==> run_1/layers.png <==
Only two layers are drawn.
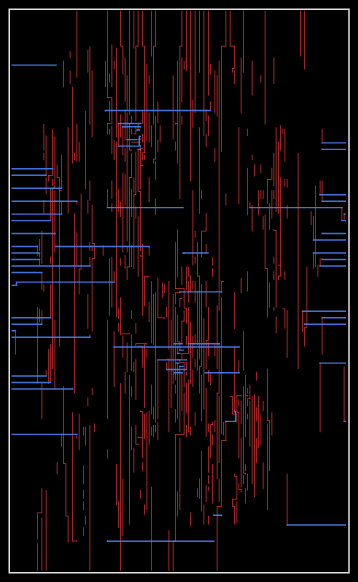
==> run_1/ff_map.png <==
Bar = 20 um. Other sequential cells in the stronger grey, the rest of the logic in the fainter grey.
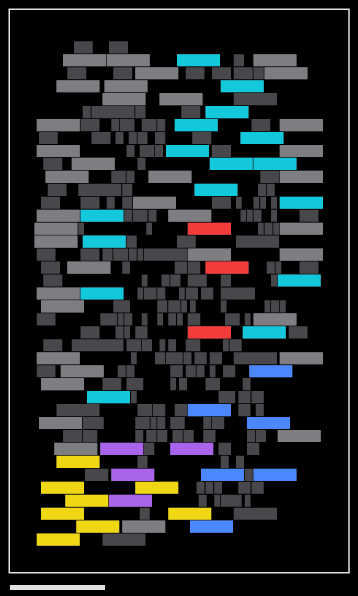
==> run_1/clock_nets.png <==
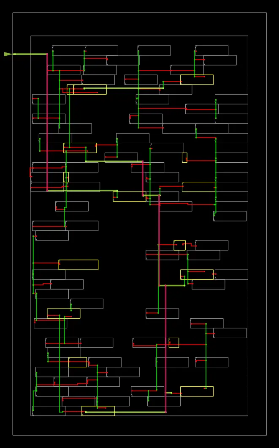
==> run_1/route_heat.png <==
The die is cut into 14 by 24 equal tiles; dark purple is low, yellow is high, scaled to the fullest tile. Values are wire area over tile area, all layers added.
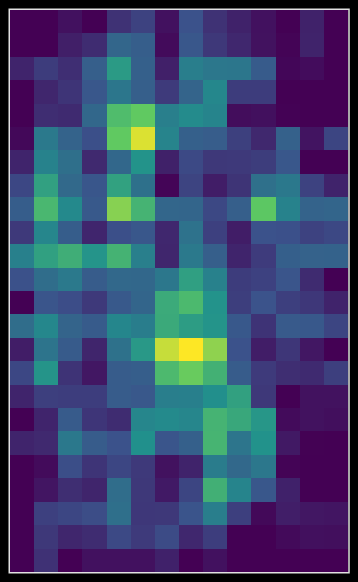
$ cat src/rtl/calc_pkg.sv
// Shared op codes, display selectors and FSM state encoding for the calculator controller.
package calc_pkg;

  localparam logic [1:0] OpAdd = 2'd0;
  localparam logic [1:0] OpSub = 2'd1;
  localparam logic [1:0] OpMul = 2'd2;
  localparam logic [1:0] OpDiv = 2'd3;

  localparam logic [1:0] DispA   = 2'd0;
  localparam logic [1:0] DispB   = 2'd1;
  localparam logic [1:0] DispRes = 2'd2;
  localparam logic [1:0] DispErr = 2'd3;

  localparam logic [15:0] ErrDispVal = 16'hEEEE;

  localparam int unsigned BtnLoadA = 0;
  localparam int unsigned BtnLoadB = 1;
  localparam int unsigned BtnNextOp = 2;
  localparam int unsigned BtnExec = 3;

  typedef enum logic [2:0] {
    StIdle,
    StASet,
    StBSet,
    StExec,
    StShow,
    StErr
  } state_e;

endpackage

$ cat src/rtl/btn_edge.sv
// Multi-bit button synchroniser (SYNC_STAGES flops per bit) followed by a rising-edge pulser.
module btn_edge #(
  parameter int unsigned WIDTH       = 4,
  parameter int unsigned SYNC_STAGES = 2
) (
  input  logic             clk,
  input  logic             rst,
  input  logic [WIDTH-1:0] i_raw,
  output logic [WIDTH-1:0] o_rise
);

  logic [SYNC_STAGES-1:0][WIDTH-1:0] r_sync;
  logic [WIDTH-1:0]                  r_prev;

  always_ff @(posedge clk or negedge rst) begin
    if (!rst) begin
      r_sync <= '0;
      r_prev <= '0;
    end else begin
      r_sync <= {r_sync[SYNC_STAGES-2:0], i_raw};
      r_prev <= r_sync[SYNC_STAGES-1];
    end
  end

  // Combinational pulse so the FSM acts SYNC_STAGES+1 edges after the raw change.
  assign o_rise = r_sync[SYNC_STAGES-1] & ~r_prev;

endmodule

$ cat src/rtl/calc_seq_ctrl.sv
// MiniCalculator sequencing controller: buttons -> operand/op/execute, ALU handshake, display.
// Optional macro CALC_SEQ_CTRL_CHAIN_EN: btn1 in SHOW chains the result into A.
module calc_seq_ctrl
  import calc_pkg::*;
#(
  parameter int unsigned OPW         = 8,
  parameter int unsigned RESW        = 16,
  parameter int unsigned TIMEOUT     = 64,
  parameter int unsigned SYNC_STAGES = 2
) (
  input  logic            clk,
  input  logic            rst,
  input  logic [3:0]      btn_i,
  input  logic [OPW-1:0]  sw_i,
  output logic            alu_start_o,
  output logic [1:0]      alu_op_o,
  output logic [OPW-1:0]  alu_a_o,
  output logic [OPW-1:0]  alu_b_o,
  input  logic            alu_done_i,
  input  logic [RESW-1:0] alu_res_i,
  output logic [RESW-1:0] disp_val_o,
  output logic [1:0]      disp_sel_o,
  output logic            busy_o,
  output logic            led_o
);

  localparam int unsigned CntW = (TIMEOUT > 1) ? $clog2(TIMEOUT) : 1;
  localparam logic [CntW-1:0] CntLast = CntW'(TIMEOUT - 1);

  logic [3:0]      w_rise;
  logic [3:0]      w_act;
  logic            w_exec_ok;
  state_e          r_state;
  logic [OPW-1:0]  r_a;
  logic [OPW-1:0]  r_b;
  logic [1:0]      r_op;
  logic [RESW-1:0] r_res;
  logic            r_start;
  logic [CntW-1:0] r_cnt;
  logic [RESW-1:0] r_disp_val;
  logic [1:0]      r_disp_sel;

  btn_edge #(
    .WIDTH      (4),
    .SYNC_STAGES(SYNC_STAGES)
  ) u_btn_edge (
    .clk   (clk),
    .rst   (rst),
    .i_raw (btn_i),
    .o_rise(w_rise)
  );

  // Only the highest-priority simultaneous edge survives; the rest are dropped.
  always_comb begin
    w_act = '0;
    if (w_rise[BtnExec])        w_act[BtnExec]   = 1'b1;
    else if (w_rise[BtnNextOp]) w_act[BtnNextOp] = 1'b1;
    else if (w_rise[BtnLoadB])  w_act[BtnLoadB]  = 1'b1;
    else if (w_rise[BtnLoadA])  w_act[BtnLoadA]  = 1'b1;
  end

  assign w_exec_ok = !((r_op == OpDiv) && (r_b == '0));

  always_ff @(posedge clk or negedge rst) begin
    if (!rst) begin
      r_state <= StIdle;
      r_a     <= '0;
      r_b     <= '0;
      r_op    <= OpAdd;
      r_res   <= '0;
      r_start <= 1'b0;
      r_cnt   <= '0;
    end else begin
      r_start <= 1'b0;
      if (w_act[BtnNextOp] && (r_state != StExec)) r_op <= r_op + 2'd1;
      unique case (r_state)
        StIdle: begin
          if (w_act[BtnLoadA]) begin
            r_a     <= sw_i;
            r_state <= StASet;
          end
        end
        StASet: begin
          if (w_act[BtnLoadA]) begin
            r_a <= sw_i;
          end else if (w_act[BtnLoadB]) begin
            r_b     <= sw_i;
            r_state <= StBSet;
          end
        end
        StBSet: begin
          if (w_act[BtnLoadB]) begin
            r_b <= sw_i;
          end else if (w_act[BtnExec]) begin
            if (w_exec_ok) begin
              r_state <= StExec;
              r_start <= 1'b1;
              r_cnt   <= '0;
            end else begin
              r_state <= StErr;
            end
          end
        end
        StExec: begin
          if (alu_done_i) begin
            r_res   <= alu_res_i;
            r_state <= StShow;
          end else if (r_cnt == CntLast) begin
            r_state <= StErr;
          end else begin
            r_cnt <= r_cnt + CntW'(1);
          end
        end
        StShow: begin
          if (w_act[BtnLoadA]) begin
            r_a     <= sw_i;
            r_state <= StASet;
          end else if (w_act[BtnExec]) begin
            if (w_exec_ok) begin
              r_state <= StExec;
              r_start <= 1'b1;
              r_cnt   <= '0;
            end else begin
              r_state <= StErr;
            end
          end
`ifdef CALC_SEQ_CTRL_CHAIN_EN
          else if (w_act[BtnLoadB]) begin
            r_a     <= r_res[OPW-1:0];
            r_b     <= sw_i;
            r_state <= StBSet;
          end
`endif
        end
        StErr: begin
          if (w_act[BtnLoadA]) begin
            r_a     <= sw_i;
            r_state <= StASet;
          end
        end
        default: r_state <= StIdle;
      endcase
    end
  end

  // Display trails the state/register update by one cycle.
  always_ff @(posedge clk or negedge rst) begin
    if (!rst) begin
      r_disp_sel <= DispA;
      r_disp_val <= '0;
    end else begin
      unique case (r_state)
        StIdle, StASet: begin
          r_disp_sel <= DispA;
          r_disp_val <= RESW'(r_a);
        end
        StBSet: begin
          r_disp_sel <= DispB;
          r_disp_val <= RESW'(r_b);
        end
        StExec, StShow: begin
          r_disp_sel <= DispRes;
          r_disp_val <= r_res;
        end
        StErr: begin
          r_disp_sel <= DispErr;
          r_disp_val <= RESW'(ErrDispVal);
        end
        default: begin
          r_disp_sel <= DispA;
          r_disp_val <= '0;
        end
      endcase
    end
  end

  assign alu_start_o = r_start;
  assign alu_op_o    = r_op;
  assign alu_a_o     = r_a;
  assign alu_b_o     = r_b;
  assign disp_val_o  = r_disp_val;
  assign disp_sel_o  = r_disp_sel;
  assign busy_o      = (r_state == StExec);
  assign led_o       = (r_state == StErr);

endmodule

$ cat config.mk
export PLATFORM = sky130hd
export DESIGN_NAME = calc_seq_ctrl
export DESIGN_NICKNAME = d
export VERILOG_FILES = /design/src/rtl/calc_pkg.sv /design/src/rtl/btn_edge.sv /design/src/rtl/calc_seq_ctrl.sv
export SDC_FILE = /design/constraint.sdc
export NUM_CORES = 1
export LEC_CHECK = 0
export CAP_MARGIN = 20
export CORE_AREA = 5 5 66 113
export DETAILED_ROUTE_END_ITERATION = 8
export DIE_AREA = 0 0 71 118
export DONT_BUFFER_PORTS = 1
export HOLD_SLACK_MARGIN = 0.03
export SLEW_MARGIN = 10
export SYNTH_ARGS = -nofsm -noshare
export SYNTH_HDL_FRONTEND = slang
export SYNTH_SLANG_ARGS = --single-unit
$ cat constraint.sdc
create_clock -name clk -period 2.55 [get_ports clk]
set_input_delay 0.765 -clock clk [delete_from_list [all_inputs] [get_ports clk]]
set_output_delay 0.765 -clock clk [all_outputs]
set_load 0.01 [all_outputs]
==> CHANGELOG.md, run 1 <==
### Changed

* Met2 Resource Use GR at 0.2744
* Die W at 71 um
* Initial Utilization at 0.4843
* Core Region at 0.006441 mm2
* Largest net degree at the start of global routing at roughly 75
* Reg2reg end: r_cnt[5]
* Worst-path clk slew at ~0.060 ns
* Worst path cell trace: inv_1, nor2_2
* Post-route ant nets at 0
* Synth area leader: dfrtp_1
* FF-to-FF path depth at 5
* Initial antenna violation count at 0
* Final wirelength at between 6 and 7 mm
* Post-layout minimum cycle time at between 2 and 2.5 ns
* Cell Pwr Density at roughly 1300 mW/mm2
* Count of library flops with an enable pin at 0
* First-pass GRT wire length at 10.82 mm
* RSZ-0062 raised after global routing: false
* Crit path DRT at 1.79 ns
* GR Layer Usage met3 at 0.07863
* Total GRT Usage at 0.1701
* Yosys cell count at about 260
* Remaining global-route overflow at 0
* Reg2reg start: r_state[0]
* Fraction of layout cells with a size suffix above 1 at 0.1815
* Status: complete, no violations
* Synthesized registers at 74
* Tool warnings at 26
* Post-DP HPWL at 4.728 mm
* IO Pins at 70
* Crit path kind: reg -> out
* Nets at about 300
## Picture notes: layers.png
Key: blue = M3 [wire length 490 um]; red = M2 [wire length 3,450 um]

## Picture notes: ff_map.png
Key: blue = r_cnt [sequential cells 6]; cyan = r_res [sequential cells 16]; yellow = u_btn_edge.r_sync [sequential cells 8, where lower left]; red = r_state [sequential cells 3]; purple = u_btn_edge.r_prev [sequential cells 4]

## Picture notes: clock_nets.png
clk sink count: 74
Flop Count: 74
Clk. pwr: 1.24 mW

## Picture notes: route_heat.png
11% of the tiles are over half the peak. 14% of the tiles are nearly empty. The mean over all tiles is 0.13. The densest ninth of the die: centre. The fullest tile reaches 0.53.

==> run 1: layer usage <==
metal / share of wire / wire, um
met5: 0 / 0
met4: 0.019 / 123
met3: 0.074 / 490
met2: 0.52 / 3448
met1: 0.39 / 2575
==> run 1: sequential cells by signal, indices dropped and copies added (netlist names) <==
signal             cells
disp_val_o            16
r_res                 16
alu_a_o                8
alu_b_o                8
u_btn_edge.r_sync      8
r_cnt                  6
u_btn_edge.r_prev      4
r_state                3
alu_op_o               2
disp_sel_o             2
alu_start_o            1
==> run 1: cells in the final DEF, fill, tap and decap left out, types with 5 or more instances in the layout <==
master / Yosys / final
inv_1: 6 / 6
nand2_1: 15 / 15
mux2_2: 25 / 25
dfrtp_1: 74 / 74
nor2_1: 15 / 14
or4_1: 5 / 5
o22ai_1: 6 / 6
mux2_1: 9 / 9
clkbuf_16: 0 / 9
o2bb2ai_1: 6 / 6
o21ai_0: 21 / 21
nor2b_1: 5 / 5
a21oi_1: 14 / 14
o31ai_1: 6 / 6
buf_4: 0 / 7
==> run 1: per-stage QoR <==
step           std cells  cell area, um2    util  hold WS, ns
2_1_floorplan        259            3119       -       0.3312
3_3_place_gp         336            3218  0.4996       0.3332
3_5_place_dp         336            3218  0.4996       0.3370
4_1_cts              352            3516  0.5458       0.1083
5_1_grt              352            3518  0.5462       0.1022
6_report             352            3518  0.5462       0.1267
==> run 1: cell families (layout without fill, tap and decap cells) <==
| kind of cell | count (synthesis) | count (layout) | share of synthesized area |
|---|---|---|---|
| AOI/OAI and AO/OA | 63 | 63 | 0.1264 |
| xor gates and xnor gates | 3 | 3 | 0.008425 |
| adders and majority gates | 2 | 2 | 0.008021 |
| buffers and inverters | 18 | 29 | 0.02527 |
| DFF | 74 | 74 | 0.5937 |
| muxes | 36 | 36 | 0.1292 |
| and+or+nand+nor | 63 | 63 | 0.1091 |
==> run 1: worst reg2reg max path: cells and delay by family (launching register included) <==
kind | cells | cell delay [ns]
flops | 1 | 0.53
compound gates | 2 | 0.60
buf+inv | 1 | 0.25
simple gates | 2 | 0.73
==> run 1: how the worst max path moves through the flow <==
stage,start,endpoint,slack [ns],depth (start not counted)
after global placement,r_state[0],r_cnt[3],0.37,5
after detailed placement,r_state[0],r_cnt[3],0.31,5
final,r_state[0],led_o,0.21,2
after floorplan,alu_done_i,r_cnt[3],0.52,5
after CTS,r_state[0],led_o,0.09,2
after global routing,r_state[0],led_o,0.08,2
==> run 1: power by group <==
group / switching, mW / internal [mW] / leakage [nW] / total, mW
Clock: 0.460 / 0.784 / 0.143 / 1.24
Sequential: 0.558 / 1.65 / 0.901 / 2.21
Combinational: 0.617 / 0.601 / 0.472 / 1.22
==> run 1: area by class of cell <==
type / count / area, um2
timing repair buffer: 7 / 52.55
tap: 82 / 102.6
clock buffer: 12 / 246.5
inverter: 6 / 22.52
clock inverter: 4 / 51.30
fill: 588 / 2923
sequential: 74 / 1852
multi-input combinational: 167 / 1191
==> run 2, diff against run 1 <==
- CTS_BUF_LIST: default -> sky130_fd_sc_hd__clkbuf_16
==> CHANGELOG.md, run 2 <==
### Changed

* Yosys adder share at 0.008022 (unchanged)
* And+or+nand+nor area frac at 0.1091 (unchanged)
* Synth area leader: dfrtp_1
* Final Util at 0.5447 (-0.001554)
* Main logic family after synthesis: multiplexers
* Synthesized registers at 74 (unchanged)
* Status: complete, no violations
* Most numerous logic cell after layout: dfrtp_1
* Comb pwr share at 0.263 (+0.002)
* Top Layout Cells: 74 x dfrtp_1, 25 x mux2_2, 21 x o21ai_0
* Multiplexer area fraction after synthesis at 0.1292 (unchanged)
* Initial Utilization at 0.4843 (unchanged)
* Final wirelength at 6.649 mm (+0.18%)
* Post-layout minimum cycle time at 2.347 ns (+0.007004 ns)
* Clk sink count at 74 (unchanged)
* First-pass GRT wire length at 10.83 mm (+0.13%)
* Worst path cell trace: inv_1, nor2_2
* Crit path DRT at 1.79 ns (about the same)
* Core Region at 0.006441 mm2 (unchanged)
* IO Pins at 70 (unchanged)
* Worst-path clk slew at 0.06 ns (about the same)
* RSZ-0062 raised after global routing: false
* Largest net degree at the start of global routing at 75 (unchanged)
* Cell-internal power at 3.000 mW (-1.3%)
* Fraction of layout cells with a size suffix above 1 at 0.1778 (-0.003704)
* Post-DP HPWL at 4.728 mm (unchanged)
* Cell Pwr Density at 1321 mW/mm2 (-0.52%)
* Complex Gates by Area at 0.1264 (unchanged)
* Comb area at 0.001191 mm2 (unchanged)
* Nets at 298 (unchanged)
* Remaining global-route overflow at 0 (unchanged)
* Yosys cell count at 259 (unchanged)
* Hold_ws at 0.1267 ns (+0.00005100 ns)
* Initial antenna violation count at 0 (unchanged)
* Die W at 71 um (unchanged)
run 2: netlist changes by cell type in the layout (fill, tap and decap cells not counted), sizes merged:
cell and delta:
clkbuf -3, inv +2, clkinv +1
run 2: worst paths after layout:
check                           slack (ns)              endpoint  cells after the start            startpoint
min in group clk                      0.35  u_btn_edge.r_sync[4]                      0  u_btn_edge.r_sync[0]
max in group asynchronous             2.33            alu_b_o[7]                      0                   rst
worst min-delay path                  0.13        disp_val_o[14]                      0                   rst
worst max-delay path                  0.20                 led_o                      2            r_state[0]
worst max register to register        0.29              r_cnt[5]                      5            r_state[0]
worst min register to register        0.35  u_btn_edge.r_sync[4]                      0  u_btn_edge.r_sync[0]
run 2: routing by layer:
metal  share of wire  wire, um  global-route usage  up-vias
met3           0.072       481             0.07863       15
met4           0.018       118             0.07059        0
met2            0.52      3464              0.2744       78
met5               0         0                   0        -
li1                -         -                   -      952
met1            0.39      2584              0.1919      989
run 2: area by class of cell:
| type | instances | area share |
|---|---|---|
| tap | 82 | 0.02924 |
| clock buffer | 9 | 0.06419 |
| inverter | 6 | 0.006419 |
| sequential | 74 | 0.5278 |
| timing repair buffer | 7 | 0.01498 |
| multi-input combinational | 167 | 0.3395 |
| clock inverter | 7 | 0.01783 |
run 2: kinds of logic after synthesis:
family / after synthesis
xor+xnor: 3
compound gates: 63
mux: 36
flops: 74
fa+ha+maj: 2
buf+inv: 18
simple gates: 63
run 2: power by group through the flow:
stage          clock network (mW)  registers (mW)  logic, mW
2_1_floorplan                   0            2.05       1.03
3_3_place_gp                    0            2.22       1.19
3_5_place_dp                    0            2.24       1.22
4_1_cts                      1.25            2.22       1.23
5_1_grt                      1.30            2.28       1.37
6_report                     1.21            2.21       1.22
run 2: through the flow:
stage	setup slack [ns]	cell area [um2]	instances
2_1_floorplan	0.5158	3119	259
5_1_grt	0.07790	3508	352
6_report	0.2026	3508	352
3_5_place_dp	0.3077	3218	336
3_3_place_gp	0.3695	3218	336
4_1_cts	0.09264	3506	352
run 2: timing repair:
action | CTS | global route
hold buffers | 0 | 0
gates resized | 0 | 1
endpoints found under the setup margin | 0 | 1
==> run_2/route_heat.png <==
The die is cut into 14 by 24 equal tiles; dark purple is low, yellow is high, scaled to the fullest tile. Values are wire area over tile area, all layers added.
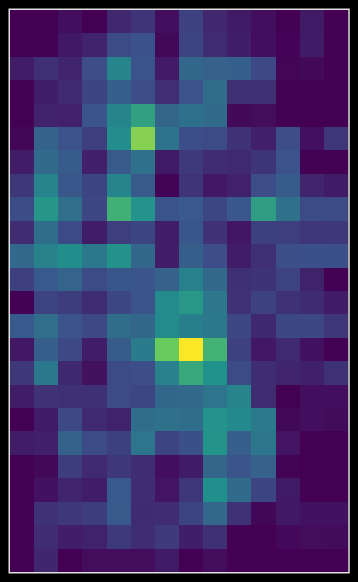
The fullest tile reaches 0.68. 4.2% of the tiles are over half the peak. The densest ninth of the die: centre.

==> run_2/ff_map.png <==
Bar = 20 um. Other sequential cells in the stronger grey, the rest of the logic in the fainter grey.
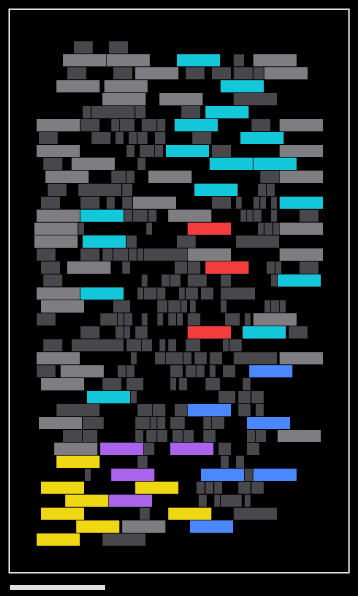
Key: blue = r_cnt [sequential cells 6]; red = r_state [sequential cells 3]; purple = u_btn_edge.r_prev [sequential cells 4]; cyan = r_res [sequential cells 16]; yellow = u_btn_edge.r_sync [sequential cells 8, where lower left]
Another 37 sequential cells are not coloured.

Power is estimated from default activity; no workload was simulated.
